Run 1, placed cells, one colour a class:
Fill, decap, tap and diode cells in grey.
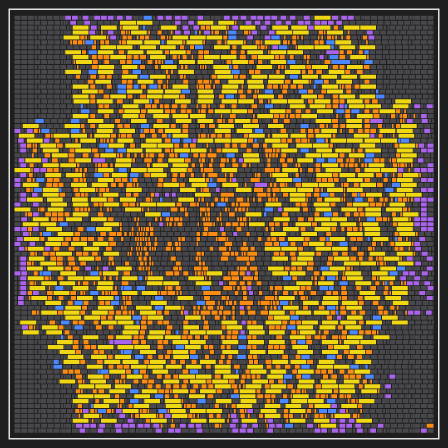
Run 1, placed standard cells:
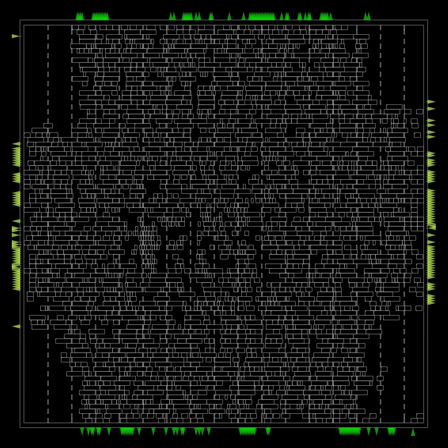
Run 1, sequential cells grouped by signal name:
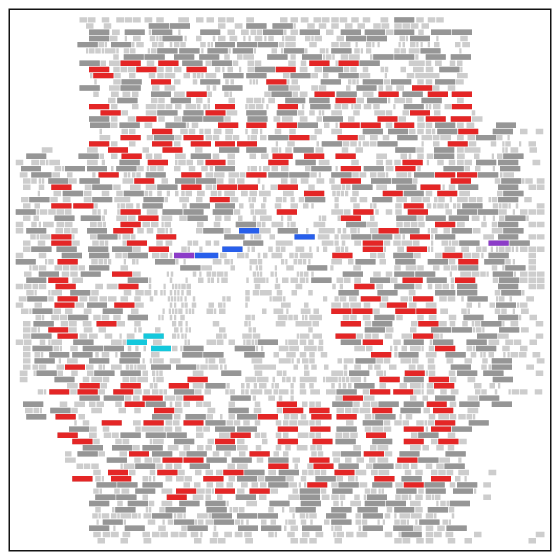
===== src/rtl/matrix_loader.sv =====
// matrix_loader: byte-stream front end for the matrix coprocessor core.
// Takes a header (size, opcode), matrix A, then matrix B or a scalar.
// Elements are packed into zero-padded 5x5 row-major 200-bit words. Memory
// words 0 (header), 1 (A) and 2 (B) are written, core_start is pulsed, and
// busy is held until the core reports completion with core_ready.
//
// Build option: define LOADER_TIMEOUT_EN to abort the wait for core_ready
// after TIMEOUT_CYCLES cycles, setting err. The default build waits forever.
//
// state    | meaning
// ---------+-----------------------------------------------------------
// HDR_SIZE | idle, waiting for the size byte (in_ready=1)
// HDR_OP   | waiting for the opcode byte
// LOAD_A   | receiving N*N elements of A, row-major
// LOAD_B   | receiving N*N elements of B, or one scalar (opcode 3)
// WR_HDR   | writing the header to memory word 0
// WR_A     | writing A to memory word 1
// WR_B     | writing B to memory word 2
// START    | one-cycle core_start pulse
// WAIT     | waiting for core_ready (or a timeout when enabled)

module matrix_loader #(
    parameter int TIMEOUT_CYCLES = 255
) (
    input  logic         clk_button,
    input  logic         rst,
    input  logic [7:0]   in_data,
    input  logic         in_valid,
    output logic         in_ready,
    output logic         mem_sel,
    output logic [1:0]   mem_addr,
    output logic [199:0] mem_data,
    output logic         mem_wren,
    output logic         core_start,
    input  logic         core_ready,
    output logic         busy,
    output logic         err
);

    typedef enum logic [3:0] {
        HDR_SIZE, HDR_OP, LOAD_A, LOAD_B, WR_HDR, WR_A, WR_B, START, WAIT
    } state_t;

    state_t         state;
    logic [1:0]     msize;
    logic [2:0]     opcode;
    logic [199:0]   a_buf;
    logic [199:0]   b_buf;
    logic [2:0]     row;
    logic [2:0]     col;

    logic [2:0]     n_last;
    logic [7:0]     elem_hi;
    logic           last_elem;
    logic           xfer;
    logic           load_done;
    logic [199:0]   hdr_word;

    // The wait window is measured from the core_start cycle, so the START
    // cycle counts as the first cycle and at least two cycles are needed.
    if (TIMEOUT_CYCLES < 2) begin : g_bad_timeout
        $error("matrix_loader: TIMEOUT_CYCLES must be at least 2");
    end

`ifdef LOADER_TIMEOUT_EN
    localparam int CW = $clog2(TIMEOUT_CYCLES + 1);
    localparam logic [CW-1:0] WAIT_LAST = CW'(TIMEOUT_CYCLES - 2);
    logic [CW-1:0]  wait_cnt;
`endif

    // Element placement, handshake and end-of-stream detection.
    always_comb begin
        n_last    = {1'b0, msize} + 3'd1;
        elem_hi   = 8'd199 - 8'd40 * {5'd0, row} - 8'd8 * {5'd0, col};
        last_elem = (row == n_last) && (col == n_last);
        xfer      = in_valid && in_ready;
        hdr_word  = {184'b0, 5'b0, opcode, 6'b0, msize};
        load_done = 1'b0;
        if (xfer && state == LOAD_A && last_elem && opcode >= 3'd4) begin
            load_done = 1'b1;
        end
        if (xfer && state == LOAD_B && (opcode == 3'd3 || last_elem)) begin
            load_done = 1'b1;
        end
    end

    // Command sequencer with registered outputs.
    always_ff @(posedge clk_button or posedge rst) begin
        if (rst) begin
            state      <= HDR_SIZE;
            msize      <= '0;
            opcode     <= '0;
            a_buf      <= '0;
            b_buf      <= '0;
            row        <= '0;
            col        <= '0;
            in_ready   <= 1'b0;
            mem_sel    <= 1'b0;
            mem_addr   <= '0;
            mem_data   <= '0;
            mem_wren   <= 1'b0;
            core_start <= 1'b0;
            busy       <= 1'b0;
            err        <= 1'b0;
`ifdef LOADER_TIMEOUT_EN
            wait_cnt   <= '0;
`endif
        end else begin
            core_start <= 1'b0;
            case (state)
                HDR_SIZE: begin
                    in_ready <= 1'b1;
                    if (xfer) begin
                        msize <= in_data[1:0];
                        a_buf <= '0;
                        b_buf <= '0;
                        row   <= '0;
                        col   <= '0;
                        err   <= 1'b0;
                        busy  <= 1'b1;
                        state <= HDR_OP;
                    end
                end
                HDR_OP: begin
                    if (xfer) begin
                        opcode <= in_data[2:0];
                        if (in_data[2:0] == 3'd7) begin
                            err   <= 1'b1;
                            busy  <= 1'b0;
                            state <= HDR_SIZE;
                        end else begin
                            state <= LOAD_A;
                        end
                    end
                end
                LOAD_A: begin
                    if (xfer) begin
                        a_buf[elem_hi -: 8] <= in_data;
                        if (last_elem) begin
                            row   <= '0;
                            col   <= '0;
                            state <= LOAD_B;
                        end else if (col == n_last) begin
                            col <= '0;
                            row <= row + 3'd1;
                        end else begin
                            col <= col + 3'd1;
                        end
                    end
                end
                LOAD_B: begin
                    if (xfer) begin
                        if (opcode == 3'd3) begin
                            b_buf[7:0] <= in_data;
                        end else begin
                            b_buf[elem_hi -: 8] <= in_data;
                            if (col == n_last) begin
                                col <= '0;
                                row <= row + 3'd1;
                            end else begin
                                col <= col + 3'd1;
                            end
                        end
                    end
                end
                WR_HDR: begin
                    mem_addr <= 2'd1;
                    mem_data <= a_buf;
                    state    <= WR_A;
                end
                WR_A: begin
                    mem_addr <= 2'd2;
                    mem_data <= b_buf;
                    state    <= WR_B;
                end
                WR_B: begin
                    mem_sel    <= 1'b0;
                    mem_wren   <= 1'b0;
                    mem_addr   <= '0;
                    core_start <= 1'b1;
                    state      <= START;
                end
                START: begin
`ifdef LOADER_TIMEOUT_EN
                    wait_cnt <= '0;
`endif
                    state <= WAIT;
                end
                WAIT: begin
                    if (core_ready) begin
                        busy     <= 1'b0;
                        in_ready <= 1'b1;
                        state    <= HDR_SIZE;
                    end
`ifdef LOADER_TIMEOUT_EN
                    else if (wait_cnt == WAIT_LAST) begin
                        err      <= 1'b1;
                        busy     <= 1'b0;
                        in_ready <= 1'b1;
                        state    <= HDR_SIZE;
                    end else begin
                        wait_cnt <= wait_cnt + 1'b1;
                    end
`endif
                end
                default: state <= HDR_SIZE;
            endcase

            // Final element received: present the header write next cycle.
            // Placed after the case so it overrides the LOAD_B transition.
            if (load_done) begin
                in_ready <= 1'b0;
                mem_sel  <= 1'b1;
                mem_wren <= 1'b1;
                mem_addr <= 2'd0;
                mem_data <= hdr_word;
                state    <= WR_HDR;
            end
        end
    end

endmodule


===== config.mk =====
export PLATFORM = sky130hd
export DESIGN_NAME = matrix_loader
export DESIGN_NICKNAME = d
export VERILOG_FILES = /design/src/rtl/matrix_loader.sv
export SDC_FILE = /design/constraint.sdc
export NUM_CORES = 1
export LEC_CHECK = 0
export CAP_MARGIN = 20
export CORE_MARGIN = 2
export CORE_UTILIZATION = 49
export CTS_BUF_LIST = sky130_fd_sc_hd__clkbuf_8
export DETAILED_ROUTE_END_ITERATION = 6
export PLACE_DENSITY = 0.7
export SLEW_MARGIN = 10
export SYNTH_ARGS = -nofsm -noshare
export SYNTH_HDL_FRONTEND = slang
export SYNTH_SLANG_ARGS = --single-unit

===== constraint.sdc =====
create_clock -name clk_button -period 34 [get_ports clk_button]
set_input_delay 3.4 -clock clk_button [delete_from_list [all_inputs] [get_ports clk_button]]
set_output_delay 3.4 -clock clk_button [all_outputs]
set_load 0.005 [all_outputs]

==> design notes, run 1 <==
The gate-level netlist out of Yosys references 56 unique cell types. Routing usage on met1: 41.35%. Setup repair after global routing left no endpoint under its margin.

Of the available clock period, the critical path in the final layout requires 17.62%. The synthesized design contains 622 register bits. The later pin in the worst-skew pair is clocked with a latency of 0.72 ns. Cell count in the Yosys report: 2210.

The post-synth count of flops with an enable pin is 0. The number of non-clock inverters was 13. At the floorplan stage, the core utilization is reported as 49.48%.

The tools report the number of gates given a new drive strength after cts as 0. Setup slack on the critical path of the routed design comes to 28.01 ns. For the standard cell core area, the log shows 53710 um^2. The run gives 1 for the initial antenna violation count.

The run finished with clean final reports. The run gives 2434 for the number of nets in the layout. Per STA, the highest per-stage delay on the worst path measures 0.77 ns. Summed over all instances, the cell type with the most area after synthesis is sky130_fd_sc_hd__dfrtp_1.

The registers of the reported paths see a clock transition of 0.06 ns. Counting tap cells, the placed design contains a total of 2999 instances. The horizontal die dimension reported for this design is 236.9 um.
## Picture notes: 'placed cells, one colour a class'
remaining buffers and delay cells -> purple  # cells 248, share of their area 8.1%
registers -> yellow  # cells 622, share of their area 51%
remaining logic cells -> orange  # cells 1435, share of their area 34%
clock drivers and dummy loads -> blue  # cells 181, share of their area 6.8%

## Picture notes: 'placed standard cells'
inserted tap cell count: 696
sequential share of cell area: 49.51%
standard-cell row count: 85
Layout Utilization: 58.55%
Flop Count: 622

## Picture notes: 'sequential cells grouped by signal name'
`mem_addr` -> purple  # placed flops 2
`a_buf` -> red  # placed flops 200, where widely spread
`opcode` -> cyan  # placed flops 3
`state` -> blue  # placed flops 4, where centre

[run 1: synthesized netlist by cell type (all sizes together), types with 8 or more instances]
| cell | number |
|---|---|
| dfrtp | 622 |
| nor2 | 252 |
| o2bb2ai | 184 |
| mux2i | 182 |
| a211oi | 177 |
| a22o | 171 |
| clkbuf | 106 |
| nand2 | 91 |
| o21ai | 67 |
| buf | 47 |
| a21oi | 32 |
| a32o | 30 |
| and2 | 24 |
| and3 | 23 |
| nand3 | 22 |
| o31ai | 18 |
| o211ai | 17 |
| a31oi | 16 |
| ha | 15 |
| nor3 | 14 |
| inv | 13 |
| mux2 | 12 |
| a2111oi | 9 |
| nand4 | 9 |
| a221oi | 8 |
[run 1: sequential cells by signal (all words and copies together) (netlist names)]
register	cells
a_buf	200
b_buf	200
mem_data	200
state	4
col	3
opcode	3
row	3
mem_addr	2
msize	2
busy	1
core_start	1
err	1
in_ready	1
mem_wren	1
[run 1: power breakdown]
part	internal (mW)	switching, mW	total [mW]
logic	0.475	0.797	1.27
clock network	0.359	0.304	0.663
registers	0.896	0.124	1.02
[run 1: kinds of logic after synthesis]
group,Yosys count,share of synthesized area [%]
buf+inv,166,2.637
compound gates,747,22.87
simple gates,452,7.349
fa+ha+maj,16,0.7815
mux,194,7.363
xor+xnor,13,0.4284
flops,622,58.57
[run 1: worst paths after layout]
check | depth (start not counted) | startpoint | end | slack (ns)
min in group asynchronous | 2 | rst | mem_data[91] | 3.28
max in group asynchronous | 5 | rst | state[0] | 28.19
setup / recovery | 6 | in_valid | mem_data[9] | 28.01
setup reg to reg | 10 | row[2] | a_buf[190] | 29.45
hold / removal | 2 | a_buf[190] | mem_data[190] | 0.47
hold reg to reg | 2 | a_buf[190] | mem_data[190] | 0.47
--- run 2 (diff from run 1) ---
--- a/config.mk
+++ b/config.mk
@@ -10,7 +10,7 @@
 export CORE_UTILIZATION = 49
 export CTS_BUF_LIST = sky130_fd_sc_hd__clkbuf_8
 export DETAILED_ROUTE_END_ITERATION = 6
-export PLACE_DENSITY = 0.7
+export PLACE_DENSITY = 0.73
 export SLEW_MARGIN = 10
 export SYNTH_ARGS = -nofsm -noshare
 export SYNTH_HDL_FRONTEND = slang
==> constraint.sdc (replaced) <==
create_clock -name clk_button -period 5.3 [get_ports clk_button]
set_input_delay 0.53 -clock clk_button [delete_from_list [all_inputs] [get_ports clk_button]]
set_output_delay 0.53 -clock clk_button [all_outputs]
set_load 0.005 [all_outputs]
==> design notes, run 2 <==
The core occupancy in the finished layout was 58.66% (+0.11 points). The floorplan-stage core utilization is 49.48% (unchanged). The commonest cells after synthesis are 622 x sky130_fd_sc_hd__dfrtp_1, 251 x sky130_fd_sc_hd__nor2_1, 184 x sky130_fd_sc_hd__o2bb2ai_1. The max-slew check reports its worst relative slack as 22.72%.

After layout, the clock buffer instance count stands at 129. Setup repair after global routing left no endpoint under its margin. The site row count was 85 (unchanged); the fmax was 0.2404 GHz.

Highest metal layer with signal wires: met5. The run finished with clean final reports. The run gives 49.42% (-0.092 points) for the sequential portion of the cell area.

In the final layout, the registers with the most flip-flops are a_buf: 200 flops, b_buf: 200 flops, mem_data: 200 flops. The run gives 600.6 nW/um^2 for the power density over cell area. The vertical die dimension reported for this design is 236.9 um. The post-CTS clock slew at the launch and capture registers of the worst setup and hold paths works out to 0.06 ns (about the same). The worst stage delay on the critical path was 0.85 ns (+0.08 ns). The area of the multi-input gates came out at 10370 um^2. Counting pins that exceed their max-slew limit in the final report gives 0.

The final sequential cell count was 622 (unchanged). Dividing the final minimum period by the clock period gives 78.48%. The logs give 2210 (unchanged) for the cell count in the Yosys report and 0.4014 ns for the worst hold margin. Worst setup slack after layout: 1.141 ns (-26.87 ns).

With the number of nets in the layout at 2449 (+0.62%), the routing usage on met1 is 42.84% (+1.5 points). The tap cell count was 696 (unchanged). Looking at the post-CTS report, the setup buffer insertion count equals 0. The most common cell in the synthesized netlist is sky130_fd_sc_hd__dfrtp_1.

The die span in x was 236.9 um (unchanged); the clock latency at the later pin of the worst-skew pair was 0.71 ns (about the same). The pin closest to its max-slew limit shows a slew of 1.159 ns. The run gives 56 (unchanged) as the number of library cell types mapped by synthesis.

Count of state elements after synthesis: 622 (unchanged). The number of gates given a new drive strength after cts is 0 (unchanged). Per the post-synthesis report, the nets total 2238. The area added between synthesis and finish is 18.55%. With the initial antenna violation count at 3 (+2), the number of non-clock inverters is 13 (unchanged).
[run 2: cell families after synthesis]
family                     after synthesis  share of synthesized area [%]
AOI/OAI and AO/OA                      747                          22.87
DFF                                    622                          58.57
and+or+nand+nor                        452                          7.349
muxes                                  194                          7.363
buffers and inverters                  166                          2.637
adders and majority gates               16                         0.7815
xor gates and xnor gates                13                         0.4284
[run 2: per-stage QoR]
step | area, um^2 | std cells | setup TNS [ns]
final | 31510 | 3199 | 0
after detailed placement | 29450 | 3013 | 0
after CTS | 31510 | 3199 | 0
after global routing | 31510 | 3199 | 0
after floorplan | 26580 | 2210 | -2314.43
after global placement | 29450 | 3013 | 0
[run 2: final timing paths]
kind,startpoint,endpoint,slack [ns],cells past startpoint
min in group clk_button,b_buf[163],b_buf[163],0.48,1
min reg2reg,b_buf[163],b_buf[163],0.48,1
max,row[2],a_buf[158],1.14,9
min,rst,mem_data[94],0.40,2
max in group asynchronous,rst,a_buf[119],3.59,3
max reg2reg,row[2],a_buf[158],1.14,9
[run 2: worst register-to-register path: stages, from the launching register on]
cell and delay [ns]:
sky130_fd_sc_hd__dfrtp_1 0.45, sky130_fd_sc_hd__ha_1 0.32, sky130_fd_sc_hd__inv_1 0.04, sky130_fd_sc_hd__ha_1 0.27
sky130_fd_sc_hd__ha_1 0.35, sky130_fd_sc_hd__o21a_1 0.19, sky130_fd_sc_hd__or3_1 0.65, sky130_fd_sc_hd__a22oi_4 0.86
sky130_fd_sc_hd__a31oi_1 0.55, sky130_fd_sc_hd__a22o_1 0.37
[run 2: power breakdown]
| part | internal [mW] | switching [mW] |
|---|---|---|
| Clock | 2.24 | 1.94 |
| Sequential | 5.75 | 0.759 |
| Combinational | 3.09 | 5.15 |
| Total | 11.1 | 7.85 |
Run 2, placed standard cells:
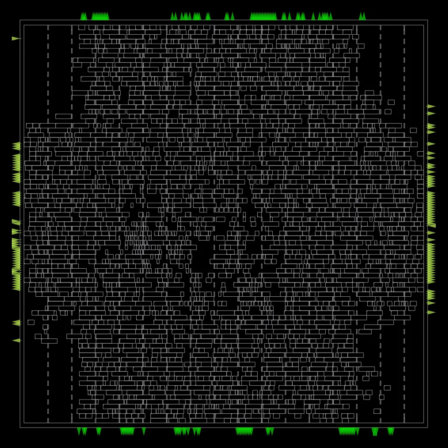
placeable core region: 53710 um^2
number of standard cells in the final layout excluding fillers: 3199

Run 2, placed cells, one colour a class:
Fill, decap, tap and diode cells in grey.
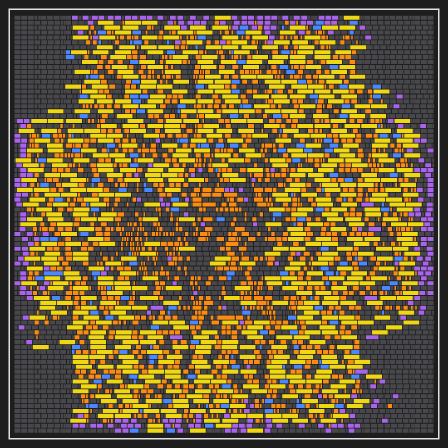
remaining buffers and delay cells -> purple  # cells 260, share of their area 8.4%
registers -> yellow  # cells 622, share of their area 51%
clock drivers and dummy loads -> blue  # cells 186, share of their area 6.7%
remaining logic cells -> orange  # cells 1435, share of their area 34%

Power and IR drop assume default switching activity.
